clk_routes.png
The bar under the picture is 50 um long.
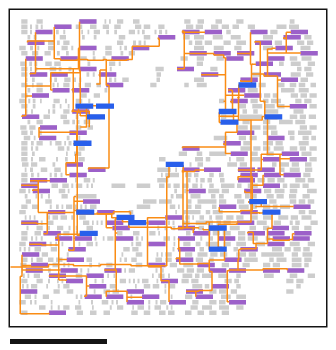
layer_met3.png
Cells faint in the background.
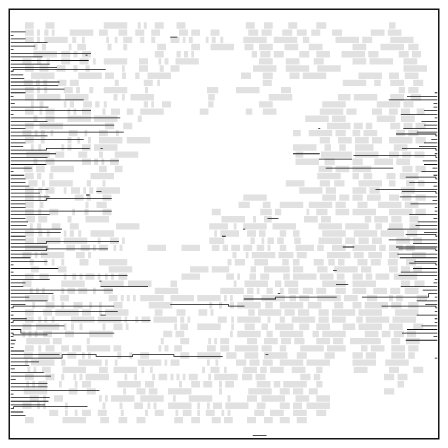
detail.png
Window x 61 to 101, y 61 to 101 um. Cells in gray, sequential cells in the stronger gray; small squares are vias.
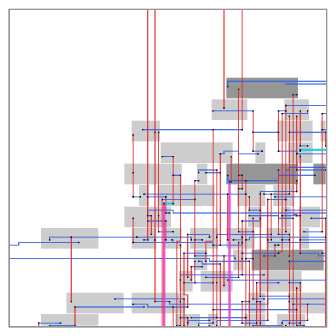
[src/rtl/mem_port_arbiter_if.sv]
// Bundles the IF/Mem requester handshakes and the unified memory port of mem_port_arbiter.
// master = requesters plus memory model side; slave = the arbiter itself.
interface mem_port_arbiter_if #(
    parameter int unsigned AW = 32,
    parameter int unsigned DW = 32
);
    logic          if_req;
    logic [AW-1:0] if_addr;
    logic [DW-1:0] if_rdata;
    logic          if_ready;
    logic          dm_req;
    logic          dm_we;
    logic [AW-1:0] dm_addr;
    logic [DW-1:0] dm_wdata;
    logic [DW-1:0] dm_rdata;
    logic          dm_ready;
    logic          mem_en;
    logic          mem_we;
    logic [AW-1:0] mem_addr;
    logic [DW-1:0] mem_wdata;
    logic [DW-1:0] mem_rdata;
    logic          fetch_stall;
    logic          data_stall;
    logic          busy;

    modport master (
        output if_req, if_addr, dm_req, dm_we, dm_addr, dm_wdata, mem_rdata,
        input  if_rdata, if_ready, dm_rdata, dm_ready, mem_en, mem_we, mem_addr, mem_wdata,
        input  fetch_stall, data_stall, busy
    );

    modport slave (
        input  if_req, if_addr, dm_req, dm_we, dm_addr, dm_wdata, mem_rdata,
        output if_rdata, if_ready, dm_rdata, dm_ready, mem_en, mem_we, mem_addr, mem_wdata,
        output fetch_stall, data_stall, busy
    );
endinterface

[src/rtl/mem_port_arbiter.sv]
// Arbiter for the single-ported unified I/D memory: data has priority from idle, and a completing
// access hands the port straight to the other waiting port. MEM_ARB_PERF_EN adds stall counters.
module mem_port_arbiter #(
    parameter int unsigned MEM_LAT = 2,
    parameter int unsigned AW      = 32,
    parameter int unsigned DW      = 32
) (
    input  logic        clk,
    input  logic        Reset_n,
`ifdef MEM_ARB_PERF_EN
    output logic [31:0] fetch_wait_cnt,
    output logic [31:0] data_wait_cnt,
`endif
    mem_port_arbiter_if.slave bus_io
);

    typedef enum logic [1:0] {StIdle, StFetch, StData} state_e;

    localparam logic [3:0] CntInit = 4'(MEM_LAT - 1);

    state_e        state_q, state_d;
    logic [3:0]    cnt_q, cnt_d;
    logic [AW-1:0] addr_q, addr_d;
    logic [DW-1:0] wdata_q, wdata_d;
    logic          we_q, we_d;
    logic [DW-1:0] if_hold_q, if_hold_d;
    logic [DW-1:0] dm_hold_q, dm_hold_d;

    logic          done;
    logic          latch_fetch;
    logic          latch_data;
    logic          if_ready;
    logic          dm_ready;

    assign done     = (cnt_q == 4'd0);
    assign if_ready = (state_q == StFetch) && done;
    assign dm_ready = (state_q == StData) && done;

    always_ff @(posedge clk or negedge Reset_n) begin
        if (!Reset_n) begin
            state_q   <= StIdle;
            cnt_q     <= 4'd0;
            addr_q    <= '0;
            wdata_q   <= '0;
            we_q      <= 1'b0;
            if_hold_q <= '0;
            dm_hold_q <= '0;
        end else begin
            state_q   <= state_d;
            cnt_q     <= cnt_d;
            addr_q    <= addr_d;
            wdata_q   <= wdata_d;
            we_q      <= we_d;
            if_hold_q <= if_hold_d;
            dm_hold_q <= dm_hold_d;
        end
    end

    always_comb begin
        state_d     = state_q;
        cnt_d       = cnt_q;
        addr_d      = addr_q;
        wdata_d     = wdata_q;
        we_d        = we_q;
        if_hold_d   = if_hold_q;
        dm_hold_d   = dm_hold_q;
        latch_fetch = 1'b0;
        latch_data  = 1'b0;

        unique case (state_q)
            StIdle: begin
                if (bus_io.dm_req) begin
                    latch_data = 1'b1;
                end else if (bus_io.if_req) begin
                    latch_fetch = 1'b1;
                end
            end
            StFetch: begin
                if (done) begin
                    if_hold_d = bus_io.mem_rdata;
                    // Never chain fetch to fetch: only a waiting data access follows directly.
                    if (bus_io.dm_req) begin
                        latch_data = 1'b1;
                    end else begin
                        state_d = StIdle;
                    end
                end else begin
                    cnt_d = cnt_q - 4'd1;
                end
            end
            StData: begin
                if (done) begin
                    if (!we_q) begin
                        dm_hold_d = bus_io.mem_rdata;
                    end
                    if (bus_io.if_req) begin
                        latch_fetch = 1'b1;
                    end else begin
                        state_d = StIdle;
                    end
                end else begin
                    cnt_d = cnt_q - 4'd1;
                end
            end
            default: begin
                state_d = StIdle;
                cnt_d   = 4'd0;
            end
        endcase

        if (latch_data) begin
            state_d = StData;
            cnt_d   = CntInit;
            addr_d  = bus_io.dm_addr;
            we_d    = bus_io.dm_we;
            wdata_d = bus_io.dm_wdata;
        end else if (latch_fetch) begin
            state_d = StFetch;
            cnt_d   = CntInit;
            addr_d  = bus_io.if_addr;
        end
    end

    // Port controls decode from state only, so an asynchronous reset drops them at once.
    assign bus_io.mem_en      = (state_q != StIdle);
    assign bus_io.mem_we      = (state_q == StData) && we_q;
    assign bus_io.mem_addr    = addr_q;
    assign bus_io.mem_wdata   = wdata_q;
    assign bus_io.if_ready    = if_ready;
    assign bus_io.dm_ready    = dm_ready;
    assign bus_io.if_rdata    = if_ready ? bus_io.mem_rdata : if_hold_q;
    assign bus_io.dm_rdata    = (dm_ready && !we_q) ? bus_io.mem_rdata : dm_hold_q;
    assign bus_io.fetch_stall = bus_io.if_req && !if_ready;
    assign bus_io.data_stall  = bus_io.dm_req && !dm_ready;
    assign bus_io.busy        = (state_q != StIdle);

`ifdef MEM_ARB_PERF_EN
    logic [31:0] fetch_wait_q, fetch_wait_d;
    logic [31:0] data_wait_q, data_wait_d;

    always_comb begin
        fetch_wait_d = fetch_wait_q;
        data_wait_d  = data_wait_q;
        if (bus_io.fetch_stall && (fetch_wait_q != 32'hFFFF_FFFF)) begin
            fetch_wait_d = fetch_wait_q + 32'd1;
        end
        if (bus_io.data_stall && (data_wait_q != 32'hFFFF_FFFF)) begin
            data_wait_d = data_wait_q + 32'd1;
        end
    end

    always_ff @(posedge clk or negedge Reset_n) begin
        if (!Reset_n) begin
            fetch_wait_q <= 32'd0;
            data_wait_q  <= 32'd0;
        end else begin
            fetch_wait_q <= fetch_wait_d;
            data_wait_q  <= data_wait_d;
        end
    end

    assign fetch_wait_cnt = fetch_wait_q;
    assign data_wait_cnt  = data_wait_q;
`endif

endmodule
[src/flat_wrapper.sv]
// flat-port wrapper written by rule: the top's interface ports become plain ports
module mem_port_arbiter_flat 
#(
    parameter int unsigned MEM_LAT = 2,
    parameter int unsigned AW      = 32,
    parameter int unsigned DW      = 32
)
  (clk, Reset_n, bus_io_if_req, bus_io_if_addr, bus_io_dm_req, bus_io_dm_we, bus_io_dm_addr, bus_io_dm_wdata, bus_io_mem_rdata, bus_io_if_rdata, bus_io_if_ready, bus_io_dm_rdata, bus_io_dm_ready, bus_io_mem_en, bus_io_mem_we, bus_io_mem_addr, bus_io_mem_wdata, bus_io_fetch_stall, bus_io_data_stall, bus_io_busy);
  mem_port_arbiter_if #(.AW(AW), .DW(DW)) bus_io_i ();
  input  logic clk;
  input  logic Reset_n;
  input wire logic [$bits(bus_io_i.if_req)-1:0] bus_io_if_req;
  input wire logic [$bits(bus_io_i.if_addr)-1:0] bus_io_if_addr;
  input wire logic [$bits(bus_io_i.dm_req)-1:0] bus_io_dm_req;
  input wire logic [$bits(bus_io_i.dm_we)-1:0] bus_io_dm_we;
  input wire logic [$bits(bus_io_i.dm_addr)-1:0] bus_io_dm_addr;
  input wire logic [$bits(bus_io_i.dm_wdata)-1:0] bus_io_dm_wdata;
  input wire logic [$bits(bus_io_i.mem_rdata)-1:0] bus_io_mem_rdata;
  output wire logic [$bits(bus_io_i.if_rdata)-1:0] bus_io_if_rdata;
  output wire logic [$bits(bus_io_i.if_ready)-1:0] bus_io_if_ready;
  output wire logic [$bits(bus_io_i.dm_rdata)-1:0] bus_io_dm_rdata;
  output wire logic [$bits(bus_io_i.dm_ready)-1:0] bus_io_dm_ready;
  output wire logic [$bits(bus_io_i.mem_en)-1:0] bus_io_mem_en;
  output wire logic [$bits(bus_io_i.mem_we)-1:0] bus_io_mem_we;
  output wire logic [$bits(bus_io_i.mem_addr)-1:0] bus_io_mem_addr;
  output wire logic [$bits(bus_io_i.mem_wdata)-1:0] bus_io_mem_wdata;
  output wire logic [$bits(bus_io_i.fetch_stall)-1:0] bus_io_fetch_stall;
  output wire logic [$bits(bus_io_i.data_stall)-1:0] bus_io_data_stall;
  output wire logic [$bits(bus_io_i.busy)-1:0] bus_io_busy;
  assign bus_io_i.if_req = bus_io_if_req;
  assign bus_io_i.if_addr = bus_io_if_addr;
  assign bus_io_i.dm_req = bus_io_dm_req;
  assign bus_io_i.dm_we = bus_io_dm_we;
  assign bus_io_i.dm_addr = bus_io_dm_addr;
  assign bus_io_i.dm_wdata = bus_io_dm_wdata;
  assign bus_io_i.mem_rdata = bus_io_mem_rdata;
  assign bus_io_if_rdata = bus_io_i.if_rdata;
  assign bus_io_if_ready = bus_io_i.if_ready;
  assign bus_io_dm_rdata = bus_io_i.dm_rdata;
  assign bus_io_dm_ready = bus_io_i.dm_ready;
  assign bus_io_mem_en = bus_io_i.mem_en;
  assign bus_io_mem_we = bus_io_i.mem_we;
  assign bus_io_mem_addr = bus_io_i.mem_addr;
  assign bus_io_mem_wdata = bus_io_i.mem_wdata;
  assign bus_io_fetch_stall = bus_io_i.fetch_stall;
  assign bus_io_data_stall = bus_io_i.data_stall;
  assign bus_io_busy = bus_io_i.busy;
  mem_port_arbiter #(.MEM_LAT(MEM_LAT), .AW(AW), .DW(DW)) u_core (.clk(clk), .Reset_n(Reset_n), .bus_io(bus_io_i));
endmodule
[config.mk]
export PLATFORM = sky130hd
export DESIGN_NAME = mem_port_arbiter_flat
export DESIGN_NICKNAME = d
export VERILOG_FILES = /design/src/rtl/mem_port_arbiter_if.sv /design/src/rtl/mem_port_arbiter.sv /design/src/flat_wrapper.sv
export SDC_FILE = /design/constraint.sdc
export NUM_CORES = 1
export LEC_CHECK = 0
export ABC_CLOCK_PERIOD_IN_PS = 2600
export CELL_PAD_IN_SITES_DETAIL_PLACEMENT = 1
export CELL_PAD_IN_SITES_GLOBAL_PLACEMENT = 1
export CORE_MARGIN = 4
export CORE_UTILIZATION = 25
export CTS_CLUSTER_DIAMETER = 60
export CTS_CLUSTER_SIZE = 30
export DETAILED_ROUTE_END_ITERATION = 10
export PLACE_DENSITY_LB_ADDON = 0.3
export SLEW_MARGIN = 20
export SYNTH_ARGS = -nofsm -noshare
export SYNTH_HDL_FRONTEND = slang
export SYNTH_SLANG_ARGS = --single-unit
[constraint.sdc]
create_clock -name clk -period 2.6 [get_ports clk]
set_input_delay 0.52 -clock clk [delete_from_list [all_inputs] [get_ports clk]]
set_output_delay 0.52 -clock clk [all_outputs]
set_load 0.005 [all_outputs]
==> results.sh <==
# implementation run metrics
export IMPL_rr_worst_depth=9
export IMPL_common_cells="136 x nand2_1, 135 x dfrtp_1, 97 x mux2_2"
export IMPL_crit_fanout=8
export IMPL_postSynth_asyncResetShare=1.00
export IMPL_top_cell_area_share=0.568
export IMPL_seq_area_frac_synth=0.568
export IMPL_lay_top_cells="195 x clkdlybuf4s50_1, 136 x nand2_1, 135 x dfrtp_1"
export IMPL_lay_top_count="clkdlybuf4s50_1"
export IMPL_die_area_um2=26300
export IMPL_violations="setup timing"
export IMPL_cts_root_buf="clkbuf_16"
export IMPL_clk_latency_ps=430
export IMPL_drive_gt1_frac=0.342
export IMPL_status="finished with violations"
export IMPL_clock_buffers=19
export IMPL_hold_buffers=0
export IMPL_critPathTopFamily="buffers and inverters"
export IMPL_grt_pass1_wl_um=34900
export IMPL_slew_viol_final=0
export IMPL_r2r_end="u_core.cnt_q[0]"
export IMPL_non_clock_inverter_count=6
export IMPL_core_area_um2=23500
export IMPL_drt_iter0_markers=153
export IMPL_clk_share=0.0544
export IMPL_post_cts_setup_buffers=45
export IMPL_setup_tns_final_ps=-924
export IMPL_setup_viol_count_final=38
export IMPL_p_int_mw=9.05
export IMPL_worst_setup_path_start_kind="flip-flop"
export IMPL_seq_power_mw=3.69
export IMPL_simple_gate_share=0.127
export IMPL_largest_cell_class="non-clock buffers"
export IMPL_edf_count=0
export IMPL_reg2reg_from="u_core.cnt_q[0]"
export IMPL_p_switching_mw=4.37
export IMPL_cp_startpoint="u_core.state_q[1]"
export IMPL_chipHeight_um=162
export IMPL_num_tap_cells=319
export IMPL_io_pins=268
export IMPL_fin_hold_ws_ps=48.7
export IMPL_setup_slack_ps=-68.4
export IMPL_cts_resized=407
export IMPL_multiInputGateArea_um2=2650
export IMPL_nNonClkBuffers=355
export IMPL_dpl_cell_area_um2=9140
export IMPL_leakagePower_nw=4.97
export IMPL_critPathKind="reg2out"
export IMPL_ys_sh_mux=0.184
export IMPL_cp_cell_sequence="buf_6, ha_4, nand4bb_4, nor2_4, buf_6, buf_12, buf_12, mux2_4, buf_6"
export IMPL_power_frac_seq=0.275
export IMPL_ys_area_um2=5950
export IMPL_drc=0
Back to the opening pictures, clk_routes.png:
[blue] clock drivers | count: 17
[purple] flip-flops | count: 135
[orange] clock wires | length: 2,270 um
routed clock nets: 18

Back to the opening pictures, layer_met3.png:
nets with wire on the layer: 185
share of all routed wire: 11%
main direction: horizontal
global routing usage on met3: 0.0835
routed vias: 5,279
final wirelength: 22,700 um

Back to the opening pictures, detail.png:
| color | layer |
|---|---|
| magenta | metal 4 |
| red | metal 2 |
| blue | metal 1 |
| cyan | metal 3 |
most frequent: buf_12 (5), o21ai_0 (3), dfrtp_1 (3)
netlist names of flops here include: `u_core.cnt_q` (3)
sequential cells in the window: 3
cells with their middle in the window: 40

## flip-flops by register name (all words and copies together), names as in the netlist
| signal | cells |
|---|---|
| u_core.state_q | 2 |
| u_core.dm_hold_q | 32 |
| u_core.we_q | 1 |
| u_core.bus_io.mem_wdata | 32 |
| u_core.bus_io.mem_addr | 32 |
| u_core.cnt_q | 4 |
| u_core.if_hold_q | 32 |
## metal layers
| metal | vias to the layer above | GRT usage | part of all wire |
|---|---|---|---|
| li1 | 2470 | - | - |
| met2 | 205 | 0.297 | 0.49 |
| met3 | 25 | 0.0835 | 0.11 |
| met5 | - | 0 | 0 |
| met4 | 0 | 0.0477 | 0.015 |
| met1 | 2579 | 0.187 | 0.39 |
